## src/rtl/decode_if.sv

```systemverilog
// ID-stage bus: IF/ID latch and MEM/WB write-back in, ID/EX pipeline register out.
interface decode_if #(
  parameter int DATA_W = 32
);
  logic [31:0]       if_id_instr;
  logic [31:0]       if_id_npc;
  logic              ex_mem_pc_src;
  logic              mem_wb_reg_write;
  logic [4:0]        mem_wb_write_reg;
  logic [DATA_W-1:0] wb_write_data;

  logic [1:0]        id_ex_wb;
  logic [2:0]        id_ex_m;
  logic [3:0]        id_ex_ex;
  logic [31:0]       id_ex_npc;
  logic [DATA_W-1:0] id_ex_readdat1;
  logic [DATA_W-1:0] id_ex_readdat2;
  logic [DATA_W-1:0] id_ex_sign_ext;
  logic [4:0]        id_ex_instr_2016;
  logic [4:0]        id_ex_instr_1511;

  modport master (
    output if_id_instr, if_id_npc, ex_mem_pc_src,
           mem_wb_reg_write, mem_wb_write_reg, wb_write_data,
    input  id_ex_wb, id_ex_m, id_ex_ex, id_ex_npc, id_ex_readdat1,
           id_ex_readdat2, id_ex_sign_ext, id_ex_instr_2016, id_ex_instr_1511
  );

  modport slave (
    input  if_id_instr, if_id_npc, ex_mem_pc_src,
           mem_wb_reg_write, mem_wb_write_reg, wb_write_data,
    output id_ex_wb, id_ex_m, id_ex_ex, id_ex_npc, id_ex_readdat1,
           id_ex_readdat2, id_ex_sign_ext, id_ex_instr_2016, id_ex_instr_1511
  );
endinterface

```

## src/rtl/decode.sv

```systemverilog
// ID stage: register file, control decode, sign extend and ID/EX register; 1 clk latency, no backpressure.
// DECODE_RF_BYPASS_EN selects write-first RF reads (default read-first); flush zeroes control fields only.
module decode #(
  parameter int DATA_W   = 32,
  parameter int RF_DEPTH = 32
) (
  input logic     clk,
  input logic     rst,
  decode_if.slave bus
);
  localparam logic [5:0] OP_RTYPE = 6'h00;
  localparam logic [5:0] OP_LW    = 6'h23;
  localparam logic [5:0] OP_SW    = 6'h2B;
  localparam logic [5:0] OP_BEQ   = 6'h04;

  logic [DATA_W-1:0] rf [RF_DEPTH];

  logic [5:0]        opcode;
  logic [4:0]        rs, rt, rd;
  logic [1:0]        wb_ctl;
  logic [2:0]        m_ctl;
  logic [3:0]        ex_ctl;
  logic              wr_en;
  logic [DATA_W-1:0] rd1, rd2, sext;

  assign opcode = bus.if_id_instr[31:26];
  assign rs     = bus.if_id_instr[25:21];
  assign rt     = bus.if_id_instr[20:16];
  assign rd     = bus.if_id_instr[15:11];
  assign sext   = {{(DATA_W-16){bus.if_id_instr[15]}}, bus.if_id_instr[15:0]};
  assign wr_en  = bus.mem_wb_reg_write && (bus.mem_wb_write_reg != 5'd0);

  always_comb begin
    wb_ctl = 2'b00;
    m_ctl  = 3'b000;
    ex_ctl = 4'b0000;
    case (opcode)
      OP_RTYPE: begin wb_ctl = 2'b10; m_ctl = 3'b000; ex_ctl = 4'b1100; end
      OP_LW:    begin wb_ctl = 2'b11; m_ctl = 3'b010; ex_ctl = 4'b0001; end
      OP_SW:    begin wb_ctl = 2'b00; m_ctl = 3'b001; ex_ctl = 4'b0001; end
      OP_BEQ:   begin wb_ctl = 2'b00; m_ctl = 3'b100; ex_ctl = 4'b0010; end
      default:  ;
    endcase
  end

  // RF[0] is never written, so it reads as zero without a special case.
`ifdef DECODE_RF_BYPASS_EN
  assign rd1 = (wr_en && bus.mem_wb_write_reg == rs) ? bus.wb_write_data : rf[rs];
  assign rd2 = (wr_en && bus.mem_wb_write_reg == rt) ? bus.wb_write_data : rf[rt];
`else
  assign rd1 = rf[rs];
  assign rd2 = rf[rt];
`endif

  always_ff @(posedge clk) begin
    if (rst) begin
      bus.id_ex_wb         <= '0;
      bus.id_ex_m          <= '0;
      bus.id_ex_ex         <= '0;
      bus.id_ex_npc        <= '0;
      bus.id_ex_readdat1   <= '0;
      bus.id_ex_readdat2   <= '0;
      bus.id_ex_sign_ext   <= '0;
      bus.id_ex_instr_2016 <= '0;
      bus.id_ex_instr_1511 <= '0;
      for (int i = 0; i < RF_DEPTH; i++) rf[i] <= '0;
    end else begin
      bus.id_ex_wb         <= bus.ex_mem_pc_src ? 2'b00   : wb_ctl;
      bus.id_ex_m          <= bus.ex_mem_pc_src ? 3'b000  : m_ctl;
      bus.id_ex_ex         <= bus.ex_mem_pc_src ? 4'b0000 : ex_ctl;
      bus.id_ex_npc        <= bus.if_id_npc;
      bus.id_ex_readdat1   <= rd1;
      bus.id_ex_readdat2   <= rd2;
      bus.id_ex_sign_ext   <= sext;
      bus.id_ex_instr_2016 <= rt;
      bus.id_ex_instr_1511 <= rd;
      // Write-back is independent of flush; only reset blocks it.
      if (wr_en) rf[bus.mem_wb_write_reg] <= bus.wb_write_data;
    end
  end
endmodule
```

## src/flat_wrapper.sv

```systemverilog
// flat-port wrapper written by rule: the top's interface ports become plain ports
module decode_flat 
#(
  parameter int DATA_W   = 32,
  parameter int RF_DEPTH = 32
)
  (clk, rst, bus_if_id_instr, bus_if_id_npc, bus_ex_mem_pc_src, bus_mem_wb_reg_write, bus_mem_wb_write_reg, bus_wb_write_data, bus_id_ex_wb, bus_id_ex_m, bus_id_ex_ex, bus_id_ex_npc, bus_id_ex_readdat1, bus_id_ex_readdat2, bus_id_ex_sign_ext, bus_id_ex_instr_2016, bus_id_ex_instr_1511);
  decode_if #(.DATA_W(DATA_W)) bus_i ();
  input logic clk;
  input logic rst;
  input wire logic [$bits(bus_i.if_id_instr)-1:0] bus_if_id_instr;
  input wire logic [$bits(bus_i.if_id_npc)-1:0] bus_if_id_npc;
  input wire logic [$bits(bus_i.ex_mem_pc_src)-1:0] bus_ex_mem_pc_src;
  input wire logic [$bits(bus_i.mem_wb_reg_write)-1:0] bus_mem_wb_reg_write;
  input wire logic [$bits(bus_i.mem_wb_write_reg)-1:0] bus_mem_wb_write_reg;
  input wire logic [$bits(bus_i.wb_write_data)-1:0] bus_wb_write_data;
  output wire logic [$bits(bus_i.id_ex_wb)-1:0] bus_id_ex_wb;
  output wire logic [$bits(bus_i.id_ex_m)-1:0] bus_id_ex_m;
  output wire logic [$bits(bus_i.id_ex_ex)-1:0] bus_id_ex_ex;
  output wire logic [$bits(bus_i.id_ex_npc)-1:0] bus_id_ex_npc;
  output wire logic [$bits(bus_i.id_ex_readdat1)-1:0] bus_id_ex_readdat1;
  output wire logic [$bits(bus_i.id_ex_readdat2)-1:0] bus_id_ex_readdat2;
  output wire logic [$bits(bus_i.id_ex_sign_ext)-1:0] bus_id_ex_sign_ext;
  output wire logic [$bits(bus_i.id_ex_instr_2016)-1:0] bus_id_ex_instr_2016;
  output wire logic [$bits(bus_i.id_ex_instr_1511)-1:0] bus_id_ex_instr_1511;
  assign bus_i.if_id_instr = bus_if_id_instr;
  assign bus_i.if_id_npc = bus_if_id_npc;
  assign bus_i.ex_mem_pc_src = bus_ex_mem_pc_src;
  assign bus_i.mem_wb_reg_write = bus_mem_wb_reg_write;
  assign bus_i.mem_wb_write_reg = bus_mem_wb_write_reg;
  assign bus_i.wb_write_data = bus_wb_write_data;
  assign bus_id_ex_wb = bus_i.id_ex_wb;
  assign bus_id_ex_m = bus_i.id_ex_m;
  assign bus_id_ex_ex = bus_i.id_ex_ex;
  assign bus_id_ex_npc = bus_i.id_ex_npc;
  assign bus_id_ex_readdat1 = bus_i.id_ex_readdat1;
  assign bus_id_ex_readdat2 = bus_i.id_ex_readdat2;
  assign bus_id_ex_sign_ext = bus_i.id_ex_sign_ext;
  assign bus_id_ex_instr_2016 = bus_i.id_ex_instr_2016;
  assign bus_id_ex_instr_1511 = bus_i.id_ex_instr_1511;
  decode #(.DATA_W(DATA_W), .RF_DEPTH(RF_DEPTH)) u_core (.clk(clk), .rst(rst), .bus(bus_i));
endmodule
```

## config.mk

```make
export PLATFORM = sky130hd
export DESIGN_NAME = decode_flat
export DESIGN_NICKNAME = d
export VERILOG_FILES = /design/src/rtl/decode_if.sv /design/src/rtl/decode.sv /design/src/flat_wrapper.sv
export SDC_FILE = /design/constraint.sdc
export NUM_CORES = 2
export LEC_CHECK = 0
export ABC_AREA = 1
export CORE_MARGIN = 2
export CORE_UTILIZATION = 54
export CTS_CLUSTER_SIZE = 20
export DETAILED_ROUTE_END_ITERATION = 7
export GPL_TIMING_DRIVEN = 1
export MAX_ROUTING_LAYER = met4
export PLACE_DENSITY_LB_ADDON = 0.1
export SETUP_SLACK_MARGIN = 0.05
export SYNTH_ARGS = -nofsm -noshare
export SYNTH_HDL_FRONTEND = slang
export SYNTH_SLANG_ARGS = --single-unit
```

## constraint.sdc

```tcl
create_clock -name clk -period 6.4 [get_ports clk]
set_clock_uncertainty 0.15 [all_clocks]
set_input_delay 1.28 -clock clk [delete_from_list [all_inputs] [get_ports clk]]
set_output_delay 1.28 -clock clk [all_outputs]
set_load 0.005 [all_outputs]
```

pins.png
Scale bar: 100 um. Pins as bars across the die edge, other pins in gray.
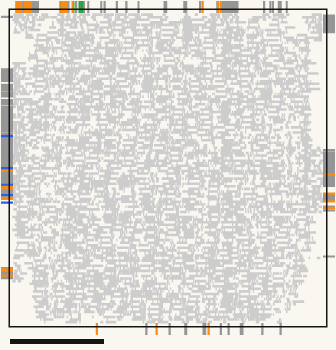
legend:
  blue:
    port: `bus_id_ex_instr_2016`
    pins: 5
    direction: output
    edge: left
  orange:
    port: `bus_if_id_instr`
    pins: 32
    direction: input
    edge: 18 top, 7 left, 4 right, 3 bottom
  green:
    port: `bus_id_ex_ex`
    pins: 4
    direction: output
    edge: top
all pins by edge: 106 left, 78 top, 53 right, 15 bottom

zoom.png
Scale bar: 5 um. Window x 158 to 178, y 225 to 245 um. Cells in gray, sequential cells in the stronger gray; small squares are vias.
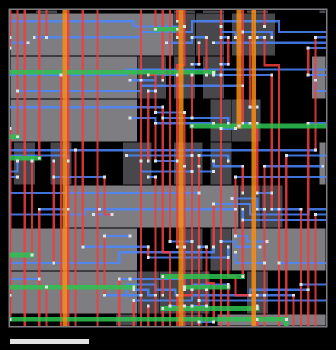
legend:
  green:
    layer: met3
  blue:
    layer: met1
  red:
    layer: met2
  orange:
    layer: met4
cells with their middle in the window: 29
netlist names of flops here include: `u_core.rf` (7)
sequential cells in the window: 7
most frequent: nor2_1 (8), nand2_1 (8), edfxtp_1 (7)

==> notes.md <==
Results of the run.

Ranked by instance count, the synthesized netlist is headed by sky130_fd_sc_hd__nor2_1 (1939), sky130_fd_sc_hd__nand2_1 (1686), sky130_fd_sc_hd__edfxtp_1 (1024). Setup repair after global routing left no endpoint under its margin. The proportion of synthesized chip area in sequential cells is 0.560. The synthesis report lists the Yosys warning total as 0.

The number of global-route vias before repair is 49800. The post-route fraction of the period consumed by the critical path is 0.643. The register bit count reported by yosys is 1148. The placed instance count is ~8500.

The number of top-level pins is roughly 250. The launching point of the worst reg2reg path is u_core.rf[25][18]. The site row count is ~120. Per the finish-stage timing summary, setup violations number 0.

Entering global routing, the biggest net connects 155 pins. The clock input transition at the sequential cells of the worst setup and hold paths is 60 ps. In the layout the commonest cells are sky130_fd_sc_hd__nor2_1 (1937), sky130_fd_sc_hd__nand2_1 (1636), sky130_fd_sc_hd__edfxtp_1 (1024). The report lists the power per cell area as 278 nW/um2. The congestion estimate from routability-driven global placement came to 0.922. The endpoint of the worst-slack reg-to-reg timing path is u_core.bus.id_ex_readdat1[18]. The global routing report lists met2 layer usage as 0.555.

The most repeated library cell on the critical path is sky130_fd_sc_hd__inv_1. In this run the cell area measured after placement is between 60000 and 70000 um2. The dominant register cell is sky130_fd_sc_hd__edfxtp_1. The area growth from synthesis to layout is 11.3%. The first global-routing pass estimated 310 mm of wire. Looking at the setup timing report, the critical path kind is in -> reg. The cell area after layout is 66000 um2. The area figure in the yosys stat output is between 50000 and 60000 um2. The clock H-tree reported by CTS has 4 levels.

The timing report gives the biggest stage delay along the critical path as between 700 and 800 ps. The synthesis report gives the async set-or-reset register share as 0. The main area contributors are sky130_fd_sc_hd__edfxtp_1 (52%), sky130_fd_sc_hd__nor2_1 (12%), sky130_fd_sc_hd__nand2_1 (11%), sky130_fd_sc_hd__nand3_1 (8.4%), sky130_fd_sc_hd__o21ai_0 (4.4%). The flow ran to the end, but the final reports show violations. The number of remaining DRC errors is 1. The maximum fanout count along the critical path is 33.

The post-route utilization of the core is recorded as 0.607. Per the final timing report, the hold violations number 0. The report lists the cells along the critical path as clkdlybuf4s50_1 > inv_1 > nand3_1 > o21ai_0 > inv_1 > nand3_1 > inv_1 > nand2_2 > buf_4 > nand2_2. At the pin with the least slew margin, the transition time is 1300 ps. The chip footprint is 112000 um2. The power consumption is 18.4 mW. According to the finish report, the design has a final net count of 7296.

The top cell type's share of synthesized area is 0.519. The clock period could shrink to 4110 ps. The worst setup path is launched from a primary input. The number of maximum-capacitance violations recorded for the run is 0. The worst max-slew margin expressed relative to the limit is 0.131. The routed design shows a wire length per standard cell of 24.1 um. Buffers inserted to repair hold after CTS numbered 0. A synthesized cell averages 8.09 um2.

The worst-case IR drop observed on VDD is 0.306 mV. The critical path endpoint has a required time of 6460 ps. The final reports fail on design-rule violations.

The initial antenna violation count is 4. The number of buffers on the longest clock path is 3. Per the detail_route report, vias per standard cell equal 6.14.

The count of TritonRoute iterations in the first routing pass is 8. The leakage power is 26.5 nW. The cell type with the highest aggregate area in the netlist is sky130_fd_sc_hd__edfxtp_1. In this run the worst hold path is classified as reg -> reg. The routed layout has 53500 vias. The horizontal die dimension is 335 um.

The maximum clock frequency is 243 MHz. In the Yosys report the total cell count is ~7300. In this run the standard cell core region covers about 110000 um2.

Buffers added to address setup during post-CTS repair amount to 0. Once detailed placement completed, the half-perimeter wirelength came to 118 mm. The total of cells resized after clock tree synthesis is 0. The met3 track utilization from global routing is 0.0647. Per the post-place timing report, worst setup slack is 1630 ps.

In this run the cell area of the synthesized design comes to 59300 um2. The logs give a warning total of about 57. The vertical die size is 335 um.

The setup slack of the worst register-to-register path is 4480 ps. The most critical setup path has its startpoint at bus_mem_wb_write_reg[4]. Across every metal layer, demand over resource in global routing totals 0.379. The insertion delay of the later-clocked pin in the worst-skew pair is around 740 ps. On the critical path, the stage with the largest delay is an instance of sky130_fd_sc_hd__nand2_2.

The number of I/O port buffers is between 200 and 300. The number of filler instances in the final layout is a little over 9000. The TritonCTS clock tree is built. Yosys mapped the design onto 22 distinct sky130hd cell types.

The worst path meets setup with 2290 ps of slack. The most critical hold endpoint after final layout shows a slack of 608 ps. In this run the clock root is driven by a sky130_fd_sc_hd__clkbuf_16. For this run, the number of standard cells in the final layout without fillers is 8709. In the final report, the number of pins over their slew limit comes to 0.

The count of clock tree sinks is between 1000 and 1500. The wire length recorded after detailed routing is 210 mm. Global routing put the most usage on met2. The number of cells on the worst reg-to-reg path is 8. Summed over all failing endpoints, the final setup total negative slack is 0 ps.
==> worst min path at each step <==
stage | endpoint | cells after the start | startpoint | slack (ps)
2_1_floorplan | u_core.bus.id_ex_readdat2[31] | 6 | u_core.rf[9][31] | 500
3_3_place_gp | u_core.bus.id_ex_readdat2[17] | 6 | u_core.rf[9][17] | 560
3_5_place_dp | u_core.bus.id_ex_readdat2[17] | 6 | u_core.rf[9][17] | 570
4_1_cts | u_core.bus.id_ex_readdat2[17] | 6 | u_core.rf[9][17] | 580
5_1_grt | u_core.bus.id_ex_readdat2[21] | 6 | u_core.rf[13][21] | 650
6_report | u_core.bus.id_ex_readdat2[17] | 6 | u_core.rf[9][17] | 610
==> state kept, by name (all words and copies together), names as in the netlist <==
name and flops:
u_core.rf 1024, u_core.bus.id_ex_sign_ext 12, u_core.bus.id_ex_readdat1 32, u_core.bus.id_ex_npc 32, u_core.bus.id_ex_ex 3, u_core.bus.id_ex_m 3, u_core.bus.id_ex_instr_2016 5, u_core.bus.id_ex_readdat2 32
u_core.bus.id_ex_instr_1511 4, u_core.bus.id_ex_wb 1
==> cells by family after synthesis <==
logic type,count (synthesis),synth area share
compound gates,714,0.0637
buf+inv,840,0.0617
flops,1148,0.560
other cells,1,0.0000632
simple gates,4628,0.314
==> final cells by class <==
| class | instances | area [um2] | area share |
|---|---|---|---|
| Inverter | 178 | 712 | 0.0108 |
| Timing Repair Buffer | 359 | 3570 | 0.0541 |
| Clock buffer | 182 | 3630 | 0.0550 |
| Antenna cell | 2 | 5.00 | 0.0000758 |
| Sequential cell | 1148 | 33200 | 0.503 |
| Multi-Input combinational cell | 5374 | 22700 | 0.343 |
| Clock inverter | 52 | 437 | 0.00661 |
| Tap cell | 1414 | 1770 | 0.0268 |
==> worst min-delay path, delay by kind of cell, from the launching register on <==
kind               cells  cell delay [ps]
and+or+nand+nor        5              270
DFF                    1              370
AOI/OAI and AO/OA      1              100
==> report_power, final <==
part / internal [mW] / total (mW) / switching, mW
Sequential: 8.59 / 8.82 / 0.230
Combinational: 0.654 / 2.26 / 1.61
Clock: 4.24 / 7.28 / 3.04
Total: 13.5 / 18.4 / 4.87
==> metal layers <==
metal / vias up / wire length, um
met5: - / 0
met2: 3932 / 93100
met3: 606 / 25700
li1: 23900 / -
met4: 0 / 12000
met1: 25100 / 79300
Power and IR drop assume default switching activity.
